==> config.mk <==
export PLATFORM = sky130hd
export DESIGN_NAME = ring_scan_driver
export DESIGN_NICKNAME = d
export VERILOG_FILES = /design/src/rtl/ring_scan_pkg.sv /design/src/rtl/seg7_hex_decode.sv /design/src/rtl/ring_scan_driver.sv
export SDC_FILE = /design/constraint.sdc
export NUM_CORES = 1
export LEC_CHECK = 0
export ABC_AREA = 1
export CAP_MARGIN = 20
export CORE_UTILIZATION = 47
export CTS_BUF_LIST = sky130_fd_sc_hd__clkbuf_16
export DETAILED_ROUTE_END_ITERATION = 7
export GPL_TIMING_DRIVEN = 0
export PLACE_DENSITY = 0.88
export SYNTH_ARGS = -nofsm -noshare
export SYNTH_HDL_FRONTEND = slang
export SYNTH_SLANG_ARGS = --single-unit
==> constraint.sdc <==
create_clock -name clk -period 1.8 [get_ports clk]
set_input_delay 0.45 -clock clk [delete_from_list [all_inputs] [get_ports clk]]
set_output_delay 0.45 -clock clk [all_outputs]
set_load 0.1 [all_outputs]
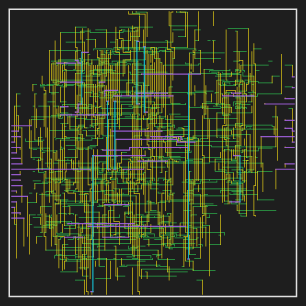
**Above:** metal layers overlaid.
(4 px per um)
Key: M2 = yellow [wire length 3210 um]; M1 = green [wire length 2320 um]; M4 = cyan [wire length 171 um]; M3 = purple [wire length 328 um]
routed via count: 2293
final wirelength: 6030 um
WL per Instance: 14.3 um

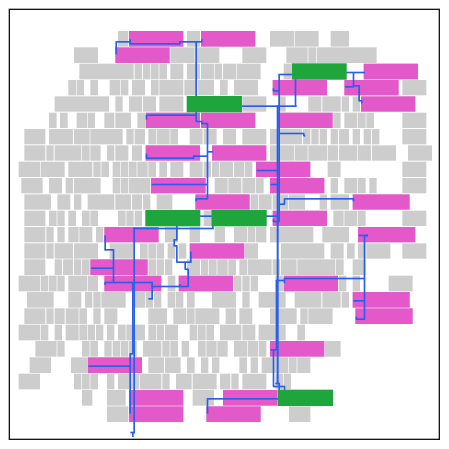
**Above:** clock network drawn from the DEF.
(6 px per um)
Key: clock-net drivers = green [count 5]; clock wires = blue [length 455 um]; flip-flops = magenta [count 33]
There are 6 routed clock nets.
Clock net power: 795 uW
Worst-Skew Late Latency: 0.28 ns
Clock Skews: 0.00257 ns
portion of total power attributed to the clock network: 0.155

==> notes.md <==
Notes on the flow run.

- The flow ran to the end, and the final reports show no timing, DRC or antenna violations.
- Of the total synthesized cell area, the portion taken by AND-OR and OR-AND cells is 0.0370.
- The worst path meets setup with 0.0481 ns of slack.
- The cell sitting at the root of the clock tree is a clkbuf_16.
- The number of CTS-inserted buffers is 5, for reference.
- Adding up every negative setup slack in the final design gives 0 ns.
- The final instance count without filler cells is 422, for reference.
- Once layout is complete, the utilization of the core stands at 0.704.
- The total number of placement rows is 24, for reference.
- The fraction of the mapped netlist area in adder cells is 0.0663, for reference.
- In this run, the synthesized area fraction spent on and/or/nand/nor cells is recorded as 0.377.
- The buffer levels on the longest clock path is 2, for reference.
- The most numerous cell type found on the critical path is nand2_1.
- The count of nets left with antenna violations once routing finished came out at 0.
- The synthesized cell area is 2270 um2, for reference.
- Total global-route track usage over all layers is 0.239.
- The path class of the lowest-slack min-delay path is flop to flop, for reference.
- The number of clock sinks is 33, for reference.
- Per the post-synthesis report, the number of cells in the design is 307.
- The number of flip-flops in the largest register is 8, for reference.
- In the routed design, unresolved DRC markers number 0.
- TritonCTS built the clock tree.
- The transition time recorded at the tightest slew-check pin is 0.679 ns.
- Yosys mapped the design onto 26 distinct sky130hd cell types.
- The area share of xor/xnor cells in the synthesized design is 0.0387, for reference.
- The portion of synthesized area spent on multiplexers is 0.
- The logic depth of the worst path, buffers included is 11, for reference.
- The floorplan utilization is 0.503, for reference.
- The number of antenna violations at the first check in global routing came to 0.
- Entering global routing, the biggest net connects 20 pins.
- The final worst-path cycle share is 0.973, for reference.
- The final number of hold-violating endpoints is 0, for reference.
- The die is 71.4 um wide.
- With fillers left out, the area of the finished cells amounts to 3170 um2.
- The number of buffers added to fix hold violations after cts is 0, for reference.
- The required time of the critical path is 1.96 ns, for reference.
- For this run, the final setup violation count is recorded as 0.
- The largest fanout on the critical path is 4, for reference.
- The longest individual stage delay on the worst path is 0.45 ns, for reference.
- After global routing the overflow that remains totals 0.
- Looking at the clock tree report, the H-tree level count equals 2.
- The number of global-route vias before repair is 2183.
- The run reported a max-capacitance violation count of 0.
- In the layout the commonest cells are nand2_1 (107), nand4_1 (35), inv_1 (32), dfrtp_1 (27), clkdlybuf4s15_2 (22).
- Averaged over all synthesized cells, the footprint is 7.38 um2.
- The total of warnings raised by yosys is 0, for reference.
- In this design, the largest share of critical-path delay is due to buffers and inverters.
- The library cell used most frequently in the layout, excluding fill and tap cells, is nand2_1.
- The proportion of layout cells with a drive suffix above 1 is 0.243, for reference.
- Looking at the worst setup and hold paths, the clock pins of their registers show a slew of 0.05 ns.
- The number of buffer and inverter stages on the critical path is 3, for reference.
- The remaining max-slew budget at the tightest pin is 0.547, for reference.
- The DRC marker count from the first detailed-route iteration is 173, for reference.
- After synthesis the netlist holds a flip-flop and latch count of 33.
- The first-pass detailed-route iteration total is 5, for reference.
- The number of max-slew violations in the final report is 0, for reference.
- Yosys reports a chip area of 2270 um2.
- Based on the critical path, the design can be clocked at up to 571 MHz.
- The worst register-to-register path depth is 12.
- The number of cell instances after yosys synthesis is 307, for reference.
- Counting instances, the worst hold path has a depth of 2.
- The signal arrival time at the worst endpoint is 1.92 ns, for reference.
- The cell area after placement is 2800 um2, for reference.
- The leakage power total is 1.64 nW, for reference.
- The number of vias per cell is 5.43, for reference.
- The script computed a power per unit cell area of 1610 nW/um2.
- Detailed placement finished with a half-perimeter wire length of 4040 um.
- The worst setup path is launched from an input port.
- From bottom edge to top edge, the die measures 71.4 um.
- The cell sequence reported for the critical path is clkdlybuf4s50_1 > nand2_1 > nand2_2 > nor2_4 > buf_6 > ha_4 > inv_1 > o21ai_0 > nand2_1 > nand4_1 > nand2_1.
## per-layer routing
layer,track usage,part of all wire,up-vias
li1,-,-,1113
met3,0.0338,0.054,17
met5,0,0,-
met4,0.104,0.028,0
met2,0.443,0.53,98
met1,0.271,0.38,1065
## worst register-to-register path: cells and delay by family (launching register included)
kind / cells / cell delay, ns
simple gates: 8 / 0.75
flops: 1 / 0.31
buf+inv: 4 / 0.57
## synth_stat cells
cell | count | area [um2]
inv_1 | 32 | 120
buf_4 | 3 | 22.5
nand2_2 | 2 | 12.5
nand3_4 | 1 | 17.5
buf_12 | 1 | 20.0
xor2_1 | 4 | 35.0
dfrtp_1 | 33 | 826
nor2_4 | 1 | 11.3
o21ai_0 | 8 | 40.0
ha_1 | 12 | 150
o22ai_1 | 1 | 6.26
o21ai_1 | 4 | 20.0
buf_6 | 4 | 45.0
nor2_1 | 14 | 52.6
buf_2 | 4 | 20.0
xnor2_1 | 6 | 52.6
a21oi_1 | 2 | 10.0
o211ai_1 | 1 | 7.51
inv_2 | 6 | 22.5
nor2_2 | 2 | 12.5
nand2_4 | 2 | 22.5
nand3_1 | 15 | 75.1
nand4_1 | 35 | 219
buf_8 | 1 | 15.0
nand2_1 | 112 | 420
nand3_2 | 1 | 10.0
## power by group
part	switching, mW	internal [mW]
combinational	2.23	1.02
sequential	0.141	0.931
clock	0.298	0.497
total	2.66	2.45
## final cells by class
| class | count | area (um2) |
|---|---|---|
| Buffer | 13 | 134 |
| Clock buffer | 5 | 125 |
| Clock inverter | 3 | 11.3 |
| Fill cell | 344 | 1330 |
| Inverter | 38 | 148 |
| Multi-Input combinational cell | 223 | 1260 |
| Sequential cell | 33 | 833 |
| Tap cell | 52 | 65.1 |
| Timing Repair Buffer | 55 | 596 |
## cells by family after synthesis
logic type,after synthesis
simple gates,185
buf+inv,51
fa+ha+maj,12
xor+xnor,10
flops,33
compound gates,16
## what timing repair did
item	4_1_cts	5_1_grt
resized	72	34
buffers inserted	0	10
endpoints found under the setup margin	27	28
pin swaps	0	19
## metrics by stage
step | power [mW] | hold WS (ns)
after global routing | 5.40 | 0.491
after CTS | 4.73 | 0.481
after detailed placement | 3.92 | 0.463
after floorplan | 3.28 | 0.481
after global placement | 3.85 | 0.460
final | 5.12 | 0.480
Power and IR drop assume default switching activity.
